===== config.mk =====
export PLATFORM = sky130hd
export DESIGN_NAME = keccak_perm_sequencer
export DESIGN_NICKNAME = d
export VERILOG_FILES = /design/src/rtl/keccak_perm_sequencer.sv
export SDC_FILE = /design/constraint.sdc
export NUM_CORES = 1
export LEC_CHECK = 0
export CORE_UTILIZATION = 47
export CTS_CLUSTER_DIAMETER = 100
export DETAILED_ROUTE_END_ITERATION = 7
export GPL_TIMING_DRIVEN = 1
export HOLD_SLACK_MARGIN = 0.15
export PLACE_DENSITY = 0.88
export SKIP_CTS_REPAIR_TIMING = 1
export SLEW_MARGIN = 30
export SYNTH_ARGS = -nofsm -noshare
export SYNTH_HDL_FRONTEND = slang
export SYNTH_SLANG_ARGS = --single-unit
export TNS_END_PERCENT = 20

===== constraint.sdc =====
create_clock -name clk -period 2.2 [get_ports clk]
set_input_delay 0.44 -clock clk [delete_from_list [all_inputs] [get_ports clk]]
set_output_delay 0.44 -clock clk [all_outputs]
set_load 0.03 [all_outputs]

===== src/rtl/keccak_perm_sequencer.sv =====
// Control sequencer for an unrolled Keccak-f[1600] core: input beat tracking,
// round iteration and 8-beat output unload scheduling. Carries no state data.
module keccak_perm_sequencer #(
  parameter int LAYERS = 3
) (
  input  logic       clk,
  input  logic       reset,
  input  logic       pushin,
  input  logic [2:0] dix,
  output logic [7:0] in_we,
  output logic       core_load,
  output logic       core_en,
  output logic [4:0] round_base,
  output logic       out_capture,
  output logic       pushout,
  output logic [2:0] doutix,
  output logic       busy,
  output logic       seq_err,
  output logic       ovr_err
);
  localparam int ITERS = 24 / LAYERS;

  typedef enum logic {IDLE, RUN} state_t;

  state_t     state, state_next;
  logic [4:0] iter, iter_next;
  logic [7:0] mask;
  logic       pending, done_q;
  logic       launch, last, accept, accept7, full;

  always_comb begin
    state_next = state;
    iter_next  = iter;
    core_load  = 1'b0;
    core_en    = 1'b0;
    round_base = '0;
    last       = 1'b0;
    launch     = (state == IDLE) && pending;
    // The launch cycle reads the input buffer before writes land, so the
    // next block may start arriving while the pending block is consumed.
    accept     = pushin && !(pending && !launch);
    in_we      = accept ? (8'b1 << dix) : 8'b0;
    accept7    = accept && (dix == 3'd7);
    full       = ((mask | 8'h80) == 8'hFF);
    case (state)
      IDLE: begin
        if (pending) begin
          core_load = 1'b1;
          core_en   = 1'b1;
          if (ITERS == 1) begin
            last = 1'b1;
          end else begin
            state_next = RUN;
            iter_next  = 5'd1;
          end
        end
      end
      RUN: begin
        core_en    = 1'b1;
        round_base = 5'(int'(iter) * LAYERS);
        if (iter == 5'(ITERS - 1)) begin
          last       = 1'b1;
          state_next = IDLE;
          iter_next  = '0;
        end else begin
          iter_next = iter + 5'd1;
        end
      end
    endcase
  end

  assign busy        = pending | (state == RUN);
  assign out_capture = done_q;

  always_ff @(posedge clk) begin
    if (reset) begin
      state   <= IDLE;
      iter    <= '0;
      mask    <= '0;
      pending <= 1'b0;
      done_q  <= 1'b0;
      seq_err <= 1'b0;
      ovr_err <= 1'b0;
      pushout <= 1'b0;
      doutix  <= '0;
    end else begin
      state  <= state_next;
      iter   <= iter_next;
      done_q <= last;
      if (accept7)     mask <= '0;
      else if (accept) mask <= mask | in_we;
      // A completed block in the launch cycle refills pending immediately.
      if (accept7 && full) pending <= 1'b1;
      else if (launch)     pending <= 1'b0;
      if (accept7 && !full) seq_err <= 1'b1;
      if (pushin && !accept) ovr_err <= 1'b1;
      if (done_q) begin
        pushout <= 1'b1;
        doutix  <= '0;
      end else if (pushout && doutix != 3'd7) begin
        doutix <= doutix + 3'd1;
      end else begin
        pushout <= 1'b0;
        doutix  <= '0;
      end
    end
  end
endmodule

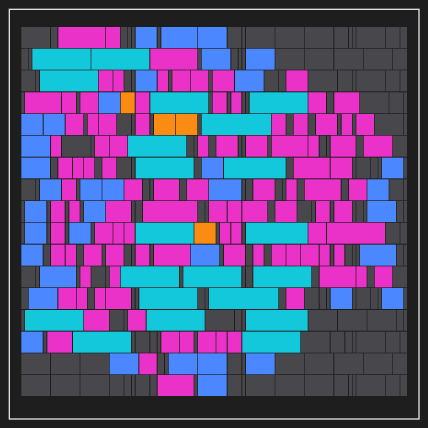
Figure 1: run 1, cells colored by class.
Drawn at 8 px/µm. Fill, decap, tap and diode cells in gray.
Key: orange = clock drivers and dummy loads [cells 4, share of their area 1.9%]; cyan = flops [cells 21, share of their area 30%]; magenta = combinational and other logic [cells 102, share of their area 46%]; blue = other buffers and delay cells [cells 37, share of their area 23%]

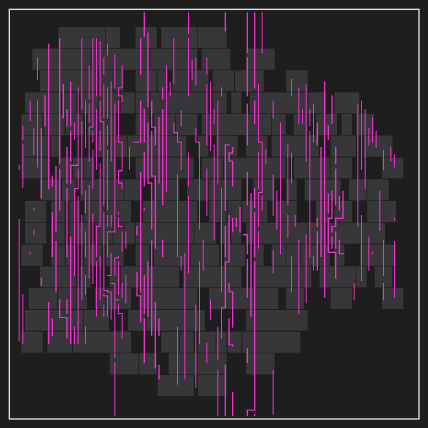
Figure 2: run 1, M2 wires.
Drawn at 8 px/µm. Cells faint in the background.
The longest straight run is 26.9 µm. The layer holds 54% of the routed length. The layer carries 1,340 µm of wire. The wires run mostly vertical. 163 nets have wire on it.

==> results.txt, run 1 <==
fresh numbers from the pnr run: outcome=finished, final reports clean, total global-route track usage=21.0%, global-route wire length before repair=4.23 mm, Critical-path top delay cell=sky130_fd_sc_hd__dfxtp_4, clk_skew=between 0.005 and 0.006 ns, Final Worst Setup Slack=0.0125 ns, worst endpoint required time=1.76 ns, pwr dens=428 nW/µm², slew of the pin with the lowest slew margin=0.499 ns, achievable clock frequency=0.457 GHz, number of antenna repair diodes=0, initial core utilization=between 50% and 60%, largest net degree at the start of global routing=16, Max-area cell share=37.2%, residual overflow from global routing=0, remaining max-slew budget at the tightest pin=66.6%, num rows=17, crit path buf inv count=2, number of clock sinks seen by CTS=21, post-synth top area cell=sky130_fd_sc_hd__dfxtp_1, via density per instance=5.55
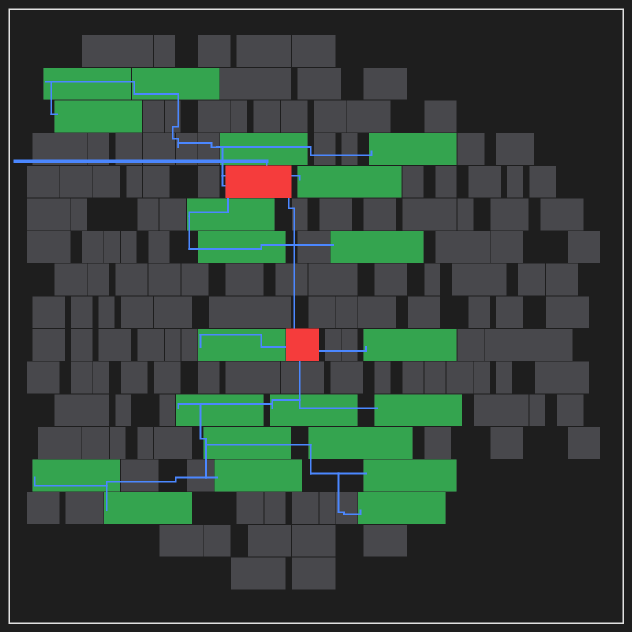
Figure 3: run 1, routed clock nets over the placement.
Drawn at 12 px/µm.
Key: blue = clock wires [length 194 µm]; green = flip-flops [count 21]; red = clock drivers [count 3]
There are 4 routed clock nets.

==> run 1: power by group <==
group	total, mW	switching (mW)	leakage [nW]	internal [mW]
Clock	0.179	0.111	0.0177	0.0676
Combinational	0.0757	0.0430	0.453	0.0327
Sequential	0.387	0.00392	0.173	0.383
Total	0.642	0.158	0.643	0.484
==> run 1: cell type report <==
| cell class | instances | share of cell area (%) |
|---|---|---|
| multi-input cells | 87 | 41.1 |
| flip-flops and latches | 21 | 28.8 |
| repair buffers | 37 | 22.1 |
| inverters | 15 | 3.76 |
| well taps | 28 | 2.34 |
| clock buffers | 3 | 1.50 |
| clock inverters | 1 | 0.334 |
==> run 1: routing by layer <==
layer / global-route usage, % / wire length (µm) / vias up
li1: - / - / 533
met1: 24.1 / 1040 / 508
met2: 39.9 / 1340 / 23
met3: 3.57 / 75 / 2
met4: 4.63 / 15 / 0
met5: 0 / 0 / -
==> run 1: final timing paths <==
path,cells past startpoint,slack [ns],start,end
setup reg to reg,6,0.58,state,mask[2]
hold reg to reg,1,0.47,doutix[0],doutix[0]
setup / recovery,6,0.01,iter[0],round_base[3]
hold / removal,1,0.47,doutix[0],doutix[0]
==> run 1: logic make-up after synthesis <==
group	synth area share, %
compound gates	20.8
xor+xnor	1.55
fa+ha+maj	8.42
buf+inv	9.08
flops	37.2
mux	0.886
simple gates	22.0
==> run 1: per-stage QoR <==
stage	util (%)	power (mW)
final	67.1	0.642
after floorplan	-	0.439
after detailed placement	64.4	0.473
after CTS	65.7	0.644
after global placement	64.4	0.470
after global routing	67.1	0.662
==> run 1: placed cells by master (no fill, tap or decap), drive strengths merged, types with 5 or more instances in the layout <==
master	n
clkdlybuf4s50	14
o21ai	5
inv	15
nor3	8
a31oi	7
buf	20
nand2	5
ha	6
a21oi	7
and2	5
nor2	7
dfxtp	21
## Run 2: what changed since run 1
- CORE_UTILIZATION: 47 -> 60
- DONT_BUFFER_PORTS: default -> 1
- PLACE_DENSITY: 0.88 -> 0.87
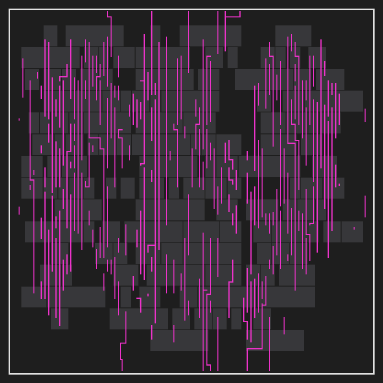
Figure 4: run 2, M2 wires.
Drawn at 8 px/µm. Cells faint in the background.
The wires run mostly vertical. The layer holds 54% of the routed length. The layer carries 1,250 µm of wire. 129 nets have wire on it. The longest straight run is 27.9 µm.

==> run 2 against run 1 <==
Net effect: clock power up 4%; die size decreased by 21%; clock skew is 0.00078 ns lower; critical path depth is 1 lower; fmax up 2.8%; critical path type unchanged; critical endpoint unchanged; highest routed layer unchanged.
==> results.txt, run 2 <==
fresh numbers from the pnr run: number of primary I/O pins=29, number of antenna repair diodes=0 (unchanged), post-synth top area cell=sky130_fd_sc_hd__dfxtp_1, proportion of cell area spent on the clock network=2.16% (+0.32 points), number of non-clock buffers=9 (-76%), remaining max-slew budget at the tightest pin=61.8% (-4.8 points), proportion of synthesized chip area in sequential cells=a little under two fifths, Comb/total area=50.0% (+8.9 points), largest net degree at the start of global routing=23 (+7), non-clock buffer area fraction after layout=5.56% (-17 points), total global-route track usage=24.9% (+3.9 points), Non-clk invs=15 (unchanged), GR Util met1=26.4% (+2.2 points), multi-input logic cell count=87 (unchanged), most used routing layer=met2, number of clock sinks seen by CTS=21 (unchanged), top cell class by occupied area=combinational gates, residual overflow from global routing=0 (unchanged), H-tree lvl count=1, Final Worst Setup Slack=0.0726 ns (+0.0601 ns), top logic cells by instance count in the layout=18 x sky130_fd_sc_hd__dfxtp_1, 15 x sky130_fd_sc_hd__inv_1, 9 x sky130_fd_sc_hd__buf_4, number of instances in the synthesized netlist=131, start point of the critical path=iter[0], setup violators final=0, Worst Hold Margin=0.182 ns, flip-flops=21 (unchanged), global-route track usage on met3=4.76% (+1.2 points), global-route wire length before repair=3.65 mm (-14%), tally of clock buffers in the finished layout=4 (+1), origin of the critical flop-to-flop path=pending, Post-Place Worst Slack=0.309 ns, slew of the pin with the lowest slew margin=0.571 ns (+0.0720 ns), outcome=finished, final reports clean, Max-area cell share=37.2% (unchanged), Iteration-0 DRC Markers=10, initial core utilization=64.7% (+14 points), via density per instance=5.94 (+6.9%), share of the final layout cell area in sequential cells=35.1% (+6.3 points), num rows=15 (-2), most common logic cell in the routed design=sky130_fd_sc_hd__dfxtp_1, Worst R2R Setup Slack=0.77 ns (+0.19 ns), achievable clock frequency=0.470 GHz (+2.8%), met2 track utilization from global routing=45.1% (+5.2 points), crit path max fanout=6, R2R Path End=mask[1], num tapcells=25 (-11%), clk_skew=0.00450 ns (-0.000783 ns), number of global-route vias before repair=about 880, pwr dens=507 nW/µm² (+18%), worst endpoint required time=1.76 ns (about the same)
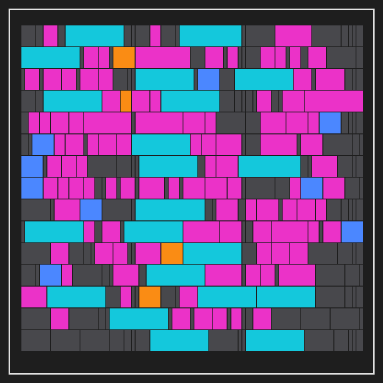
Figure 5: run 2, cells colored by class.
Drawn at 8 px/µm. Fill, decap, tap and diode cells in gray.
Key: cyan = flops [cells 21, share of their area 36%]; magenta = combinational and other logic [cells 102, share of their area 56%]; orange = clock drivers and dummy loads [cells 4, share of their area 2.2%]; blue = other buffers and delay cells [cells 9, share of their area 5.7%]

## run 2: worst max-delay path, cell delays in order, from the launching register on
cell and delay [ns]:
sky130_fd_sc_hd__dfxtp_4 0.38, sky130_fd_sc_hd__ha_1 0.17, sky130_fd_sc_hd__inv_1 0.06, sky130_fd_sc_hd__fa_1 0.38, sky130_fd_sc_hd__xor2_1 0.14, sky130_fd_sc_hd__and2_2 0.25
## run 2: how the worst min path moves through the flow
stage / cells after the start / to / slack (ns) / startpoint
after detailed placement: 2 / mask[3] / 0.47 / mask[3]
final: 1 / iter[1] / 0.18 / reset
after global routing: 1 / iter[3] / 0.17 / reset
after CTS: 1 / mask[3] / 0.18 / reset
after floorplan: 2 / mask[3] / 0.45 / mask[3]
after global placement: 2 / mask[3] / 0.47 / mask[3]
## run 2: cells by family after synthesis
group | Yosys count | synth area share, %
simple gates | 44 | 22.0
flops | 21 | 37.2
fa+ha+maj | 7 | 8.42
mux | 1 | 0.886
xor+xnor | 2 | 1.55
buf+inv | 23 | 9.08
compound gates | 33 | 20.8
## run 2: stage by stage
step / TNS [ns] / utilization, % / power, mW / area (µm²)
after floorplan: 0 / - / 0.439 / 1130
after global routing: 0 / 69.7 / 0.637 / 1220
after detailed placement: 0 / 67.7 / 0.439 / 1180
final: 0 / 69.7 / 0.616 / 1220
after global placement: 0 / 67.7 / 0.438 / 1180
after CTS: -0.0371 / 69.2 / 0.618 / 1210
## run 2: layer usage
layer  up-vias  share of wire (%)
li1        469                  -
met1       458                 40
met2        25                 54
met3         4                3.8
met4         0                2.2
met5         -                  0
## run 2: report_power, final
part           switching, mW  internal (mW)  total [mW]
sequential           0.00511          0.385       0.390
combinational         0.0248         0.0153      0.0401
clock                  0.116         0.0708       0.186
total                  0.145          0.471       0.616
## Run 3: what changed since run 2
- CORE_MARGIN: default -> 5
- SKIP_CTS_REPAIR_TIMING: 1 -> default
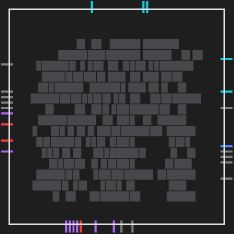
Figure 6: run 3, pin placement.
Drawn at 4 px/µm. Pins as bars across the die edge, other pins in gray.
Key: blue = pushout [pins 1, direction output, edge east]; red = dix [pins 3, direction input, edge 2 west, 1 south]; cyan = round_base [pins 5, direction output, edge 3 north, 2 east]; purple = in_we [pins 8, direction output, edge 6 south, 2 west]

==> run 3 against run 2 <==
Net effect: final cell count is 3.1% higher; via count is 6.3% higher; critical endpoint unchanged; synthesized cell count stayed put; clock power is 5% higher; sequential power hardly changed; fmax is 1.2% lower; cell area is 4.7% higher; worst setup slack worse by 0.027 ns.
==> results.txt, run 3 <==
fresh numbers from the pnr run: outcome=finished, final reports clean, pwr dens=491 nW/µm² (-3.0%), Worst Hold Margin=0.167 ns (-0.0148 ns), Largest stage delay, worst path=0.44 ns (+0.06 ns), origin of the critical flop-to-flop path=pending, via density per instance=6.12 (+3.1%), setup violators final=0 (unchanged), residual overflow from global routing=0 (unchanged), fin area=1270 µm² (+4.7%), standard cell area after detailed placement=1190 µm² (+0.64%), number of instances in the synthesized netlist=131 (unchanged), Post-Place Worst Slack=0.255 ns (-0.0543 ns), utilization after layout=72.2% (+2.5 points), initial core utilization=64.0% (-0.69 points), Max-area cell share=37.2% (unchanged), number of antenna repair diodes=0 (unchanged), worst hold start=reset, total global-route track usage=19.9% (-5.0 points), Iteration-0 DRC Markers=42 (+32), proportion of synthesized chip area in sequential cells=37.2% (unchanged), clk_skew=0.00217 ns (-0.00232 ns), number of clock sinks seen by CTS=21 (unchanged), largest net degree at the start of global routing=23 (unchanged), number of primary I/O pins=29 (unchanged), crit path max fanout=3 (-3), Setup Total Neg Slack=0 ns (unchanged), Final Worst Setup Slack=0.0461 ns (-0.0265 ns), number of global-route vias before repair=953 (+7.8%), global-route wire length before repair=4.09 mm (+12%), cell family with the largest share of critical-path delay=adder cells, H-tree lvl count=1 (unchanged), critical path, cell by cell=buf_4, inv_1, fa_1, xor2_1, and2_2
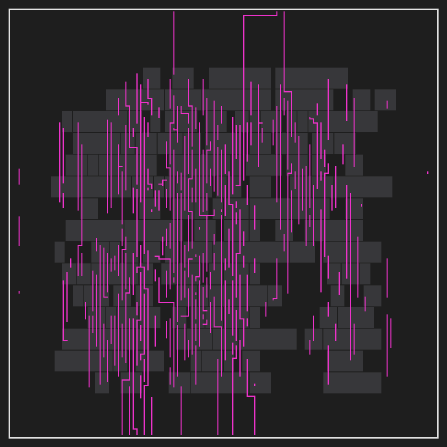
Figure 7: run 3, M2 wires.
Drawn at 8 px/µm. Cells faint in the background.
134 nets have wire on it. The longest straight run is 20.7 µm. The wires run mostly vertical. The layer holds 48% of the routed length.

## run 3: cell types whose count changed in the layout (fill, tap and decap cells not counted), sizes merged
cell	before	now
buf	9	14
## run 3: report_power, final
group / total, mW / switching [mW] / internal [mW]
sequential: 0.389 / 0.00506 / 0.383
combinational: 0.0411 / 0.0258 / 0.0153
clock: 0.196 / 0.125 / 0.0712
## run 3: path summary, 6_finish.rpt
check,endpoint,slack [ns],depth (start not counted)
setup / recovery,round_base[3],0.05,5
hold / removal,iter[0],0.17,1
setup reg to reg,mask[0],0.74,3
hold reg to reg,mask[1],0.49,2
## run 3: what timing repair did
action / CTS / global route
endpoints found under the setup margin: 2 / 3
hold buffers: 0 / 0
pin swaps: 0 / 1
buffers inserted: 0 / 4
gates resized: 4 / 6
## run 3: cell type report
cell class                      count  area (µm²)  share of cell area, %
Sequential cell                    21         430                   33.8
Clock buffer                        4        26.3                   2.06
Tap cell                           25        31.3                   2.46
Multi-Input combinational cell     87         621                   48.7
Timing Repair Buffer               14         109                   8.55
Inverter                           15        56.3                   4.42
## run 3: logic make-up after synthesis
logic type | Yosys count | synth area share, %
XOR/XNOR | 2 | 1.55
AND-OR/OR-AND | 33 | 20.8
buffers and inverters | 23 | 9.08
multiplexers | 1 | 0.886
adder cells (fa/ha/maj) | 7 | 8.42
flip-flops | 21 | 37.2
AND/OR/NAND/NOR | 44 | 22.0
## run 3: per-layer routing
layer  vias to the layer above  global-route usage, %  wire length, µm
met3                        10                   4.23              236
met4                         0                   11.1               80
met5                         -                      0                0
met2                        62                   33.3             1270
li1                        478                      -                -
met1                       466                   23.1             1080
## run 3: worst reg2reg max path, delay by kind of cell, from the launching register on
| kind | cells | cell delay (ns) |
|---|---|---|
| simple gates | 1 | 0.49 |
| compound gates | 2 | 0.42 |
| flops | 1 | 0.42 |

## Gallery

Clock routing.
Plate I
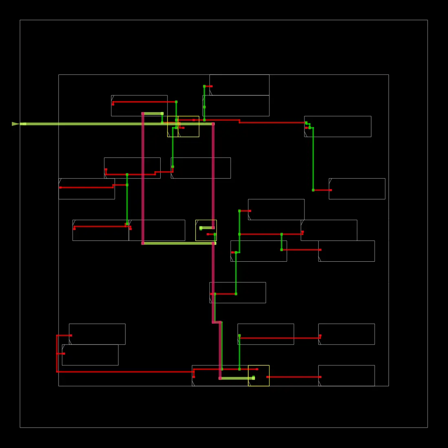
Plate II
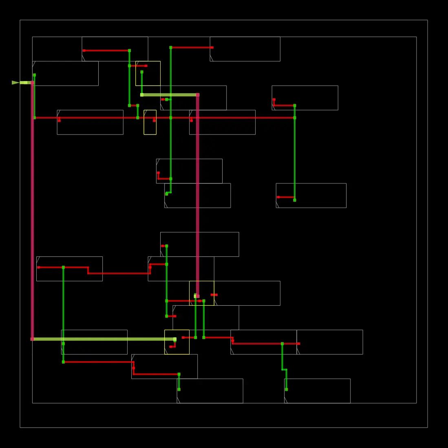
Plate II comes from run 2.
Plate I comes from run 3.

Power figures rest on the tool's default switching activity, not on a simulated workload.
